**src/rtl/peak_bin_tracker_pkg.sv**
```systemverilog
// Shared defaults and helpers for the per-frame top-N peak tracker.
package peak_bin_tracker_pkg;

    localparam int unsigned DefMagWidth = 96;
    localparam int unsigned DefKWidth   = 12;
    localparam int unsigned DefFrameLen = 4096;
    localparam int unsigned DefNumPeaks = 4;
    localparam int unsigned DefKMin     = 1;

    function automatic int unsigned clog2(input int unsigned value);
        int unsigned result;
        result = 0;
        while ((64'd1 << result) < 64'(value)) begin
            result = result + 1;
        end
        return result;
    endfunction

endpackage

```
**src/rtl/peak_bin_tracker_if.sv**
```systemverilog
// Bin input stream and frame-result handshake of the peak tracker.
interface peak_bin_tracker_if #(
    parameter int unsigned MAG_WIDTH = peak_bin_tracker_pkg::DefMagWidth,
    parameter int unsigned K_WIDTH   = peak_bin_tracker_pkg::DefKWidth,
    parameter int unsigned NUM_PEAKS = peak_bin_tracker_pkg::DefNumPeaks,
    parameter int unsigned CNT_WIDTH = peak_bin_tracker_pkg::clog2(NUM_PEAKS + 1)
);

    logic                           in_valid;
    logic [MAG_WIDTH-1:0]           in_mag;
    logic [K_WIDTH-1:0]             in_k;
    logic                           out_valid;
    logic                           out_ready;
    logic [NUM_PEAKS*K_WIDTH-1:0]   out_k;
    logic [NUM_PEAKS*MAG_WIDTH-1:0] out_mag;
    logic [CNT_WIDTH-1:0]           out_count;

    modport master (
        output in_valid, in_mag, in_k, out_ready,
        input  out_valid, out_k, out_mag, out_count
    );

    modport slave (
        input  in_valid, in_mag, in_k, out_ready,
        output out_valid, out_k, out_mag, out_count
    );

endinterface

```
**src/rtl/peak_bin_tracker_slot.sv**
```systemverilog
// One cell of the sorted peak list: takes a new entry or shifts in its upper neighbour.
module peak_bin_tracker_slot #(
    parameter int unsigned MAG_WIDTH = 96,
    parameter int unsigned K_WIDTH   = 12
) (
    input  logic                 clock,
    input  logic                 reset_n,
    input  logic                 i_clear,
    input  logic                 i_ins,
    input  logic [MAG_WIDTH-1:0] i_mag,
    input  logic [K_WIDTH-1:0]   i_k,
    input  logic                 i_take_above,
    input  logic                 i_above_valid,
    input  logic [MAG_WIDTH-1:0] i_above_mag,
    input  logic [K_WIDTH-1:0]   i_above_k,
    output logic                 o_take,
    output logic                 o_valid,
    output logic [MAG_WIDTH-1:0] o_mag,
    output logic [K_WIDTH-1:0]   o_k,
    output logic                 o_valid_d,
    output logic [MAG_WIDTH-1:0] o_mag_d,
    output logic [K_WIDTH-1:0]   o_k_d
);

    logic                 r_valid;
    logic [MAG_WIDTH-1:0] r_mag;
    logic [K_WIDTH-1:0]   r_k;
    logic                 w_take_here;

    // Strict compare keeps the earlier bin ahead on ties.
    assign w_take_here = i_ins && !i_take_above && (!r_valid || (i_mag > r_mag));
    assign o_take      = i_take_above || w_take_here;

    always_comb begin
        o_valid_d = r_valid;
        o_mag_d   = r_mag;
        o_k_d     = r_k;
        if (w_take_here) begin
            o_valid_d = 1'b1;
            o_mag_d   = i_mag;
            o_k_d     = i_k;
        end else if (i_take_above) begin
            o_valid_d = i_above_valid;
            o_mag_d   = i_above_mag;
            o_k_d     = i_above_k;
        end
    end

    always_ff @(posedge clock) begin
        if (!reset_n || i_clear) begin
            r_valid <= 1'b0;
            r_mag   <= '0;
            r_k     <= '0;
        end else begin
            r_valid <= o_valid_d;
            r_mag   <= o_mag_d;
            r_k     <= o_k_d;
        end
    end

    assign o_valid = r_valid;
    assign o_mag   = r_mag;
    assign o_k     = r_k;

endmodule

```
**src/rtl/peak_bin_tracker.sv**
```systemverilog
// Per-frame top-N magnitude tracker with a one-deep valid/ready result register.
module peak_bin_tracker
    import peak_bin_tracker_pkg::*;
#(
    parameter int unsigned MAG_WIDTH = DefMagWidth,
    parameter int unsigned K_WIDTH   = DefKWidth,
    parameter int unsigned FRAME_LEN = DefFrameLen,
    parameter int unsigned NUM_PEAKS = DefNumPeaks,
    parameter int unsigned K_MIN     = DefKMin
) (
    input  logic               clock,
    input  logic               reset_n,
    peak_bin_tracker_if.slave  bus,
    output logic               o_frame_overrun
);

    localparam int unsigned CntWidth = clog2(NUM_PEAKS + 1);

    logic                 w_end;
    logic                 w_ins;
    logic                 w_load;
    logic                 w_chain   [NUM_PEAKS+1];
    logic                 w_valid_q [NUM_PEAKS];
    logic [MAG_WIDTH-1:0] w_mag_q   [NUM_PEAKS];
    logic [K_WIDTH-1:0]   w_k_q     [NUM_PEAKS];
    logic                 w_valid_d [NUM_PEAKS];
    logic [MAG_WIDTH-1:0] w_mag_d   [NUM_PEAKS];
    logic [K_WIDTH-1:0]   w_k_d     [NUM_PEAKS];

    logic [NUM_PEAKS*K_WIDTH-1:0]   w_res_k;
    logic [NUM_PEAKS*MAG_WIDTH-1:0] w_res_mag;
    logic [CntWidth-1:0]            w_res_cnt;

    logic                           r_out_valid;
    logic [NUM_PEAKS*K_WIDTH-1:0]   r_out_k;
    logic [NUM_PEAKS*MAG_WIDTH-1:0] r_out_mag;
    logic [CntWidth-1:0]            r_out_cnt;
    logic                           r_overrun;

    assign w_end = bus.in_valid && (bus.in_k == K_WIDTH'(FRAME_LEN - 1));
    assign w_ins = bus.in_valid && (bus.in_k >= K_WIDTH'(K_MIN));

    assign w_chain[0] = 1'b0;

    for (genvar i = 0; i < NUM_PEAKS; i++) begin : g_slot
        logic                 w_above_valid;
        logic [MAG_WIDTH-1:0] w_above_mag;
        logic [K_WIDTH-1:0]   w_above_k;

        if (i == 0) begin : g_first
            assign w_above_valid = 1'b0;
            assign w_above_mag   = '0;
            assign w_above_k     = '0;
        end else begin : g_rest
            assign w_above_valid = w_valid_q[i-1];
            assign w_above_mag   = w_mag_q[i-1];
            assign w_above_k     = w_k_q[i-1];
        end

        // The end beat's insertion still lands in the result; the register then clears.
        peak_bin_tracker_slot #(
            .MAG_WIDTH (MAG_WIDTH),
            .K_WIDTH   (K_WIDTH)
        ) u_slot (
            .clock         (clock),
            .reset_n       (reset_n),
            .i_clear       (w_end),
            .i_ins         (w_ins),
            .i_mag         (bus.in_mag),
            .i_k           (bus.in_k),
            .i_take_above  (w_chain[i]),
            .i_above_valid (w_above_valid),
            .i_above_mag   (w_above_mag),
            .i_above_k     (w_above_k),
            .o_take        (w_chain[i+1]),
            .o_valid       (w_valid_q[i]),
            .o_mag         (w_mag_q[i]),
            .o_k           (w_k_q[i]),
            .o_valid_d     (w_valid_d[i]),
            .o_mag_d       (w_mag_d[i]),
            .o_k_d         (w_k_d[i])
        );
    end

    always_comb begin
        w_res_k   = '0;
        w_res_mag = '0;
        w_res_cnt = '0;
        for (int i = 0; i < NUM_PEAKS; i++) begin
            if (w_valid_d[i]) begin
                w_res_k[i*K_WIDTH +: K_WIDTH]       = w_k_d[i];
                w_res_mag[i*MAG_WIDTH +: MAG_WIDTH] = w_mag_d[i];
                w_res_cnt                           = w_res_cnt + CntWidth'(1);
            end
        end
    end

    assign w_load = w_end && (!r_out_valid || bus.out_ready);

    always_ff @(posedge clock) begin
        if (!reset_n) begin
            r_out_valid <= 1'b0;
            r_out_k     <= '0;
            r_out_mag   <= '0;
            r_out_cnt   <= '0;
            r_overrun   <= 1'b0;
        end else begin
            r_overrun <= w_end && r_out_valid && !bus.out_ready;
            if (w_load) begin
                r_out_valid <= 1'b1;
                r_out_k     <= w_res_k;
                r_out_mag   <= w_res_mag;
                r_out_cnt   <= w_res_cnt;
            end else if (bus.out_ready) begin
                r_out_valid <= 1'b0;
            end
        end
    end

    assign bus.out_valid   = r_out_valid;
    assign bus.out_k       = r_out_k;
    assign bus.out_mag     = r_out_mag;
    assign bus.out_count   = r_out_cnt;
    assign o_frame_overrun = r_overrun;

endmodule

```
**src/flat_wrapper.sv**
```systemverilog
// flat-port wrapper written by rule: the top's interface ports become plain ports
module peak_bin_tracker_flat import peak_bin_tracker_pkg::*;
#(
    parameter int unsigned MAG_WIDTH = DefMagWidth,
    parameter int unsigned K_WIDTH   = DefKWidth,
    parameter int unsigned FRAME_LEN = DefFrameLen,
    parameter int unsigned NUM_PEAKS = DefNumPeaks,
    parameter int unsigned K_MIN     = DefKMin
)
  (clock, reset_n, o_frame_overrun, bus_in_valid, bus_in_mag, bus_in_k, bus_out_ready, bus_out_valid, bus_out_k, bus_out_mag, bus_out_count);
  peak_bin_tracker_if #(.MAG_WIDTH(MAG_WIDTH), .K_WIDTH(K_WIDTH), .NUM_PEAKS(NUM_PEAKS)) bus_i ();
  input  logic clock;
  input  logic reset_n;
  output logic o_frame_overrun;
  input wire logic [$bits(bus_i.in_valid)-1:0] bus_in_valid;
  input wire logic [$bits(bus_i.in_mag)-1:0] bus_in_mag;
  input wire logic [$bits(bus_i.in_k)-1:0] bus_in_k;
  input wire logic [$bits(bus_i.out_ready)-1:0] bus_out_ready;
  output wire logic [$bits(bus_i.out_valid)-1:0] bus_out_valid;
  output wire logic [$bits(bus_i.out_k)-1:0] bus_out_k;
  output wire logic [$bits(bus_i.out_mag)-1:0] bus_out_mag;
  output wire logic [$bits(bus_i.out_count)-1:0] bus_out_count;
  assign bus_i.in_valid = bus_in_valid;
  assign bus_i.in_mag = bus_in_mag;
  assign bus_i.in_k = bus_in_k;
  assign bus_i.out_ready = bus_out_ready;
  assign bus_out_valid = bus_i.out_valid;
  assign bus_out_k = bus_i.out_k;
  assign bus_out_mag = bus_i.out_mag;
  assign bus_out_count = bus_i.out_count;
  peak_bin_tracker #(.MAG_WIDTH(MAG_WIDTH), .K_WIDTH(K_WIDTH), .FRAME_LEN(FRAME_LEN), .NUM_PEAKS(NUM_PEAKS), .K_MIN(K_MIN)) u_core (.clock(clock), .reset_n(reset_n), .bus(bus_i), .o_frame_overrun(o_frame_overrun));
endmodule
```
**config.mk**
```make
export PLATFORM = sky130hd
export DESIGN_NAME = peak_bin_tracker_flat
export DESIGN_NICKNAME = d
export VERILOG_FILES = /design/src/rtl/peak_bin_tracker_pkg.sv /design/src/rtl/peak_bin_tracker_if.sv /design/src/rtl/peak_bin_tracker_slot.sv /design/src/rtl/peak_bin_tracker.sv /design/src/flat_wrapper.sv
export SDC_FILE = /design/constraint.sdc
export NUM_CORES = 2
export LEC_CHECK = 0
export CAP_MARGIN = 30
export CORE_MARGIN = 8
export CORE_UTILIZATION = 32
export DETAILED_ROUTE_END_ITERATION = 12
export PLACE_DENSITY = 0.54
export REMOVE_ABC_BUFFERS = 1
export SLEW_MARGIN = 5
export SYNTH_ARGS = -nofsm -noshare
export SYNTH_HDL_FRONTEND = slang
export SYNTH_HIERARCHICAL = 1
export SYNTH_SLANG_ARGS = --single-unit
```
**constraint.sdc**
```tcl
create_clock -name clock -period 24.3 [get_ports clock]
set_input_delay 7.29 -clock clock [delete_from_list [all_inputs] [get_ports clock]]
set_output_delay 7.29 -clock clock [all_outputs]
set_load 0.01 [all_outputs]
```
### Signal wires by layer

The bar under the picture is 100 microns long.
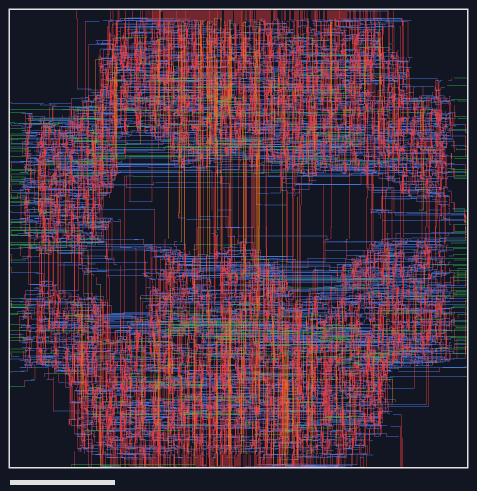
Green stands for met3, wire length 10,300 microns. Orange stands for met4, wire length 11,800 microns. Red stands for met2, wire length 108 mm. Blue stands for met1, wire length 95.1 mm.
Via Count: 50,700
WL per Instance: 24.8 microns
routed wire length: 225,000 microns
GRT Resource Usage Total: 0.228

### Sequential cells grouped by signal name

The bar under the picture is 100 microns long. Other sequential cells in the stronger gray, the rest of the logic in the fainter gray.
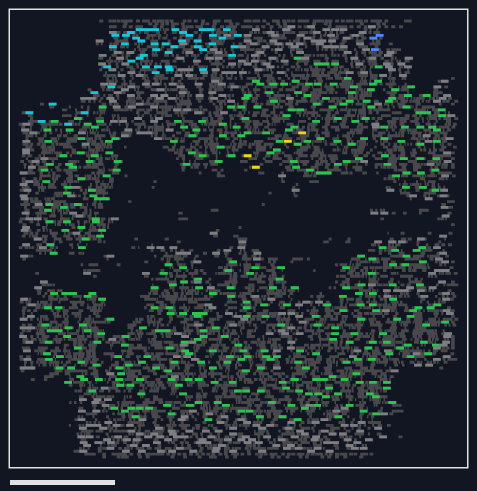
Blue stands for u_core/bus.out_count, sequential cells 3. Yellow stands for u_core/g_slot.u_slot/o_valid, sequential cells 4. Green stands for u_core/g_slot.u_slot/o_mag, sequential cells 384, where widely spread. Cyan stands for u_core/bus.out_k, sequential cells 48.
Another 434 sequential cells are not colored.
Layout Utilization: 0.382
Flop+latch power: 0.00152 W
register area: 17,500 sq um

### I/O nets highlighted

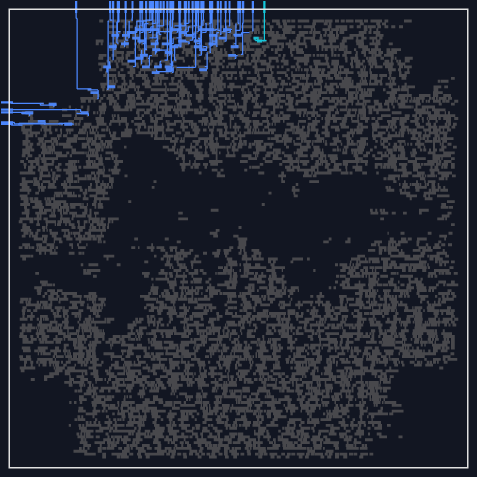
Cyan stands for bus_out_ready, bits 1, direction input, end cells 2, wire 43.4 microns. Blue stands for bus_out_k, bits 48, direction output, end cells 48, wire 2,200 microns.
Buffers on Ports: 548
io pins: 549

==> notes.md <==
run metrics: most frequent cells in the layout=dfxtp_1 (873), nor3_1 (576), clkdlybuf4s50_1 (547), die height=433 microns, R2R depth=21, wl on met1=95,100 microns, Rel. slew slack=0.000668, die width=433 microns, Worst Setup End Kind=flop, worst slew pin tran=1.50 ns, pin count of the biggest net entering global routing=198, Sink Count=873, first-pass GRT wire length=331,000 microns, Hold WC Path Type=reg2reg, clock root cell=clkbuf_16, Avg Vias per Cell=5.58, WP data arrival=16.72 ns, vias in the first global route=49,800, P_leak=22.5 nW, Clock transition at path regs=0.06 ns, Peak supply drop=0.0521 mV, Final Max Tran Viols=0, crit path max fanout=55, Critical Path RT=24.94 ns, synth warn=6, initial antenna violation count=22, CP startpoint=bus_in_mag[69], Top cell excl fill/tap=dfxtp_1, setup ws final=8.22 ns, post_cts resized=0, pre-CTS setup slack=7.32 ns, FP Util=0.321, tool warnings=53, share of cells above drive strength 1=0.149, WL met3=10,300 microns, Area Growth Syn to Fin=18.7%, CTS tree=yes, drt drc=0, fin crit share=0.662, Finish-stage setup viols=0, CTS Hold Bufs=0, Layout Skew=0.0463 ns, CP Depth=21, Clock Path Buffers=3, CP delay by family, top=AND-OR/OR-AND gates, minimum clock period=16.08 ns, RSZ-0062 raised after global routing=false, Worst Path Buf+Inv=3, max-cap violations=0, status=complete, no violations, slowest cell on the critical path=nor4_1, post-route ant nets=0, Mapped Cells=6,401, final number of hold-violating endpoints=0, Num CTS Buffers=110, Starting DRT DRC Count=3,724, critical setup path kind=in2reg, Power Density=63.3 nW/um^2, mean post-synth cell area=8.71 sq um, Top Layer Used=met4, hpwl dp=152,000 microns, post-CTS setup buffers=0, Comb gate area=34,000 sq um
[sequential cells by signal (all words and copies together), names as in the netlist]
signal / cells
u_core/bus.out_mag: 384
u_core/g_slot.u_slot/o_mag: 384
u_core/bus.out_k: 48
u_core/g_slot.u_slot/o_k: 48
u_core/g_slot.u_slot/o_valid: 4
u_core/bus.out_count: 3
u_core/bus.out_valid: 1
u_core/o_frame_overrun: 1
[through the flow]
step	hold slack [ns]	cells	area [sq um]	total power, W	setup TNS, ns
after global placement	0.457	8837	62100	0.00241	0
after CTS	0.471	9048	66000	0.00422	0
after detailed placement	0.465	8845	62200	0.00243	0
final	0.468	9074	66200	0.00419	0
after floorplan	0.493	5892	52900	0.00220	-1183.07
after global routing	0.487	9073	66200	0.00436	0
[tightest hold or removal path, delay by kind of cell, from the launching register on]
kind / cells / cell delay (ns)
DFF: 1 / 0.30
AOI/OAI and AO/OA: 2 / 0.12
[metal layers]
metal,vias to the layer above,track usage
met5,-,0
met4,0,0.116
met3,344,0.0317
met2,1270,0.383
met1,25000,0.285
li1,24000,-
[report_power, final]
group	switching [W]	internal [W]
clock	0.000725	0.00105
combinational	0.000540	0.000354
sequential	0.0000280	0.00149
total	0.00129	0.00290
[area by class of cell]
class,instances,share of cell area
sequential,873,0.264
inverter,404,0.0232
timing repair buffer,633,0.0956
antenna,21,0.000794
clock buffer,150,0.0477
tap,2325,0.0440
clock inverter,53,0.0106
multi-input combinational,4615,0.514
[path summary, 6_finish.rpt]
path / endpoint / slack [ns]
worst min register to register: u_core/bus.out_mag[325]$_SDFFE_PN0P_ / 0.47
worst min-delay path: u_core/bus.out_mag[325]$_SDFFE_PN0P_ / 0.47
worst max-delay path: u_core/bus.out_count[2]$_SDFFE_PN0P_ / 8.22
worst max register to register: u_core/bus.out_count[2]$_SDFFE_PN0P_ / 15.07
No activity file was given, so power comes from the tool's default toggle rates.
